`src/rtl/alu_pkg.sv`:
```
// alu_pkg: ALUControl encoding, exec-unit FSM states and op helpers.
// Shared by the ALU decoder and alu_exec_unit.
package alu_pkg;

  localparam logic [3:0] ALU_ADD  = 4'b0000;
  localparam logic [3:0] ALU_SUB  = 4'b0001;
  localparam logic [3:0] ALU_AND  = 4'b0010;
  localparam logic [3:0] ALU_OR   = 4'b0011;
  localparam logic [3:0] ALU_XOR  = 4'b0100;
  localparam logic [3:0] ALU_SLT  = 4'b0101;
  localparam logic [3:0] ALU_SLTU = 4'b0110;
  localparam logic [3:0] ALU_SLL  = 4'b0111;
  localparam logic [3:0] ALU_SRL  = 4'b1000;
  localparam logic [3:0] ALU_SRA  = 4'b1001;

  typedef enum logic [1:0] {
    IDLE  = 2'd0,
    SHIFT = 2'd1,
    DONE  = 2'd2
  } state_t;

  function automatic logic is_shift_op(input logic [3:0] code);
    return (code == ALU_SLL) ||
           (code == ALU_SRL) ||
           (code == ALU_SRA);
  endfunction

endpackage

```
`src/rtl/alu_serial_shifter.sv`:
```
// alu_serial_shifter: one-bit-per-cycle shifter with start/done.
// done is asserted in the cycle whose shift is the final one.
module alu_serial_shifter
  import alu_pkg::*;
#(
  parameter int XLEN    = 32,
  parameter int SHAMT_W = 5
) (
  input  logic               clk,
  input  logic               reset,
  input  logic               start,
  input  logic [3:0]         op,
  input  logic [XLEN-1:0]    din,
  input  logic [SHAMT_W-1:0] shamt,
  output logic               done,
  output logic [XLEN-1:0]    dout
);

  logic [XLEN-1:0]    work;
  logic [XLEN-1:0]    step;
  logic [SHAMT_W-1:0] cnt;
  logic [3:0]         op_q;

  always_comb begin
    step = {1'b0, work[XLEN-1:1]};
    unique case (1'b1)
      (op_q == ALU_SLL):
        step = {work[XLEN-2:0], 1'b0};
      (op_q == ALU_SRA):
        step = {work[XLEN-1], work[XLEN-1:1]};
      default:
        step = {1'b0, work[XLEN-1:1]};
    endcase
  end

  always_ff @(posedge clk or posedge reset) begin
    if (reset) begin
      work <= '0;
      cnt  <= '0;
      op_q <= ALU_SLL;
    end else if (start) begin
      work <= din;
      cnt  <= shamt;
      op_q <= op;
    end else if (cnt != '0) begin
      work <= step;
      cnt  <= cnt - 1'b1;
    end
  end

  assign done = (cnt == SHAMT_W'(1));
  assign dout = step;

endmodule

```
`src/rtl/alu_exec_unit.sv`:
```
// alu_exec_unit: execute-stage ALU with valid/ready in and out.
// Define ALU_EXEC_FAST_SHIFT_EN for single-cycle barrel shifts.
module alu_exec_unit
  import alu_pkg::*;
#(
  parameter int XLEN    = 32,
  parameter int SHAMT_W = 5
) (
  input  logic            clk,
  input  logic            reset,
  input  logic            in_valid,
  output logic            in_ready,
  input  logic [3:0]      alu_control,
  input  logic [XLEN-1:0] a,
  input  logic [XLEN-1:0] b,
  output logic            out_valid,
  input  logic            out_ready,
  output logic [XLEN-1:0] result,
  output logic            zero,
  output logic            illegal_op
);

  state_t state;
  state_t state_nx;

  logic               accept;
  logic               go_serial;
  logic               sh_done;
  logic [XLEN-1:0]    sh_dout;
  logic [XLEN-1:0]    shift_res;
  logic [XLEN-1:0]    alu_res;
  logic               alu_ill;
  logic [SHAMT_W-1:0] shamt;

  assign in_ready  = (state == IDLE);
  assign out_valid = (state == DONE);
  assign accept    = in_valid && in_ready;
  assign shamt     = b[SHAMT_W-1:0];

`ifdef ALU_EXEC_FAST_SHIFT_EN
  always_comb begin
    shift_res = a;
    unique case (1'b1)
      (alu_control == ALU_SLL):
        shift_res = a << shamt;
      (alu_control == ALU_SRL):
        shift_res = a >> shamt;
      default:
        shift_res = $signed(a) >>> shamt;
    endcase
  end

  assign go_serial = 1'b0;
  assign sh_done   = 1'b0;
  assign sh_dout   = '0;
`else
  // Only the shamt==0 case completes here; others go serial.
  assign shift_res = a;
  assign go_serial = accept &&
                     is_shift_op(alu_control) &&
                     (shamt != '0);

  alu_serial_shifter #(
    .XLEN    (XLEN),
    .SHAMT_W (SHAMT_W)
  ) u_shifter (
    .clk   (clk),
    .reset (reset),
    .start (go_serial),
    .op    (alu_control),
    .din   (a),
    .shamt (shamt),
    .done  (sh_done),
    .dout  (sh_dout)
  );
`endif

  always_comb begin
    alu_res = '0;
    alu_ill = 1'b0;
    unique case (alu_control)
      ALU_ADD:  alu_res = a + b;
      ALU_SUB:  alu_res = a - b;
      ALU_AND:  alu_res = a & b;
      ALU_OR:   alu_res = a | b;
      ALU_XOR:  alu_res = a ^ b;
      ALU_SLT:
        alu_res = {{(XLEN-1){1'b0}},
                   $signed(a) < $signed(b)};
      ALU_SLTU:
        alu_res = {{(XLEN-1){1'b0}}, a < b};
      ALU_SLL,
      ALU_SRL,
      ALU_SRA:  alu_res = shift_res;
      default:  alu_ill = 1'b1;
    endcase
  end

  always_ff @(posedge clk or posedge reset) begin
    if (reset) state <= IDLE;
    else       state <= state_nx;
  end

  always_comb begin
    state_nx = state;
    unique case (state)
      IDLE:
        if (accept)
          state_nx = go_serial ? SHIFT : DONE;
      SHIFT:
        if (sh_done) state_nx = DONE;
      DONE:
        if (out_ready) state_nx = IDLE;
      default:
        state_nx = IDLE;
    endcase
  end

  always_ff @(posedge clk or posedge reset) begin
    if (reset) begin
      result     <= '0;
      zero       <= 1'b0;
      illegal_op <= 1'b0;
    end else if (accept && !go_serial) begin
      result     <= alu_res;
      zero       <= (alu_res == '0);
      illegal_op <= alu_ill;
    end else if ((state == SHIFT) && sh_done) begin
      result     <= sh_dout;
      zero       <= (sh_dout == '0);
      illegal_op <= 1'b0;
    end
  end

endmodule

```
`config.mk`:
```
export PLATFORM = sky130hd
export DESIGN_NAME = alu_exec_unit
export DESIGN_NICKNAME = d
export VERILOG_FILES = /design/src/rtl/alu_pkg.sv /design/src/rtl/alu_serial_shifter.sv /design/src/rtl/alu_exec_unit.sv
export SDC_FILE = /design/constraint.sdc
export NUM_CORES = 1
export LEC_CHECK = 0
export CORE_MARGIN = 3
export CORE_UTILIZATION = 40
export DETAILED_ROUTE_END_ITERATION = 6
export PLACE_DENSITY = 0.66
export SYNTH_ARGS = -nofsm -noshare
export SYNTH_HDL_FRONTEND = slang
export SYNTH_SLANG_ARGS = --single-unit
```
`constraint.sdc`:
```
create_clock -name clk -period 5 [get_ports clk]
set_input_delay 0.75 -clock clk [delete_from_list [all_inputs] [get_ports clk]]
set_output_delay 0.75 -clock clk [all_outputs]
set_load 0.02 [all_outputs]
```
m1.png
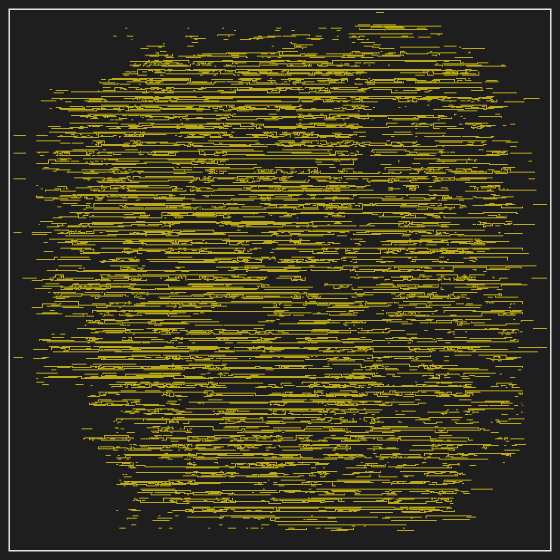
The layer carries 18900 um of wire. 1457 nets have wire on it. The layer holds 46% of the routed length.
GR Util met1: 44.7%
routed wire length: 41.3 mm
vias: 11200

class_map.png
Fill, decap, tap and diode cells in grey.
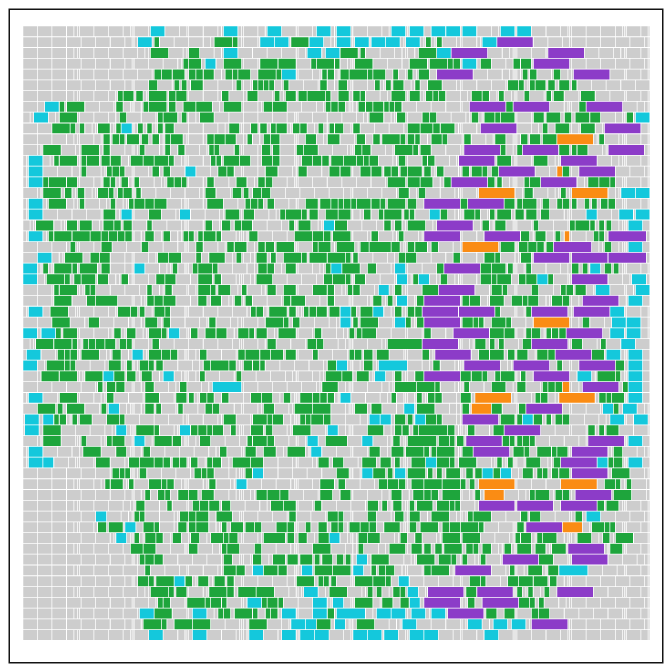
Key: orange = clock drivers and dummy loads [cells 15, share of their area 2.4%]; purple = registers [cells 77, share of their area 17%]; cyan = remaining buffers and delay cells [cells 178, share of their area 14%]; green = remaining logic cells [cells 1181, share of their area 67%]
Final Cell Area: 12100 um^2
Final Core Density: 49.2%
Core Region: 24500 um^2
sequential portion of the cell area: 16.0%

m3.png
The bar under the picture is 50 um long.
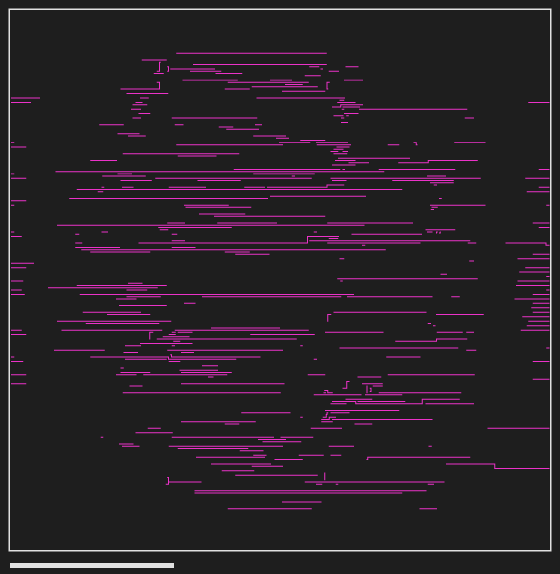
The layer holds 9.8% of the routed length. The layer carries 4020 um of wire. The wires run mostly horizontal. 241 nets have wire on it. The longest straight run is 99.8 um.
grt met3 use: 5.39%

clock_nets.png
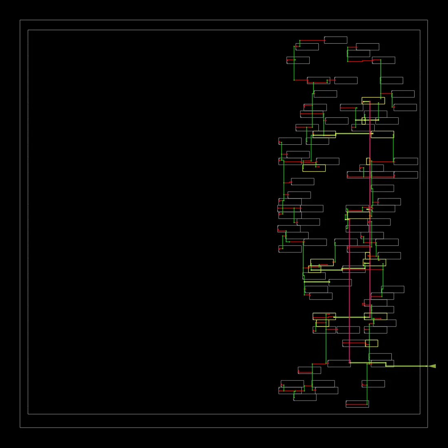
CTS buffer count: 9
clk latency late pin: 330 ps

route_heat.png
The bar under the picture is 50 um long. 33 x 33 tiles, from dark blue (low) to red (high), scaled to the fullest tile. Values are wire area over tile area, all layers added.
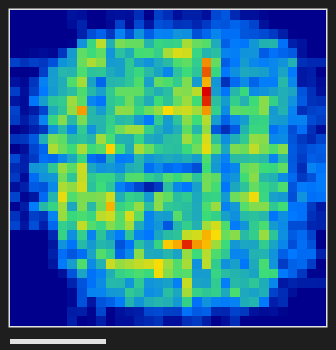
The emptiest ninth of the die: bottom left. The fullest tile reaches 0.84. 14% of the tiles are nearly empty. The mean over all tiles is 0.25. 18% of the tiles are over half the peak.
total track usage: 30.0%
WL/cell: 23.2 um

==> impl_metrics.toml <==
# implementation run metrics
[logic_synthesis]
ys_warn_count = 0
edf_count = 0
synth-xor-area-share_pct = 0.697
synthMostInstantiatedCell = "nand2_1"
ff_type = "dfrtp_1"
synth_top_area_share_pct = 18.4
top_area_cell = "dfrtp_1"
ys_sh_aoi_pct = 33.7
yosys_cells = 1344
synth.cell_area_um2 = 10000
syn_inst = 1344
common_cells = "139 x nand2_1, 116 x ha_1, 112 x o21ai_0"

[routing]
wl_met2_mm = 17.5
top_layer_used = "met5"
drt-met1-wl_mm = 18.9
wl_met3_mm = 4.02

[die]
die_w_um = 165
core_util_floorplan_pct = 41.0
die_h_um = 165
io_pins = 108

[final_timing]
tns_ps = 0
finalSetupViolCount = 0
relSlewSlack_pct = 30.8
slew_violations = 0
min_period_ps = 4720
rsz0062_at_grt = "no"

[cells_and_area]
ff_latch_area_um2 = 1930
buf_share_pct = 13.7
signal_buffers = 178
n_fill_cell = 2469
synthToLayoutAreaGrowth_pct = 20.2
clk_share_pct = 2.31
n_clock_buffer = 14
nNetsFinal = 1637
n_all_inverters = 103
mostFrequentLayoutCell = "nand2_1"
largest_class = "multi-input combinational cells"

[clock_tree]
post-cts-setup-buffers = 0
path_clk_slew_ps = 60
cts_buffer_depth = 2

[run]
warnings = 109

[grt]
grt.busiest_layer = "met2"
grt_first_pass_wirelength_mm = 62.5
antenna_found_initial = 2
use_met2_pct = 45.3

[power_and_ir_drop]
p_comb_uw = 873
pwr.group.clock_uw = 608
power.group.top = "combinational cells"
p_leak_uw = 0.00534
total_power_uw = 2100

[placement]
place_area_um2 = 11800
gp_congestion = 0.985
dp_slack_ps = -2.92
port_buffers = 107

[status]
outcome = "finished, final reports clean"

[worst_hold_path]
min_from = "u_shifter.op_q[1]"
holdPathStages = 2
hold_end = "u_shifter.op_q[1]"

[critical_path]
max_stage_delay_ps = 880
path_max_fanout = 11
path_buffers = 2
r2r-start = "u_shifter.op_q[1]"
r2r_slack_ps = 2190
crit_chain = "clkdlybuf4s50_1 -> inv_1 -> ha_1 -> nor2b_1 -> o21ai_0 -> a211oi_1 -> o211ai_2 -> a21oi_2 -> nor4_1 -> nor3_1 -> nand4_1 -> a2111oi_2 -> nand4b_1 -> o21ai_1"
cp-startpoint = "b[4]"
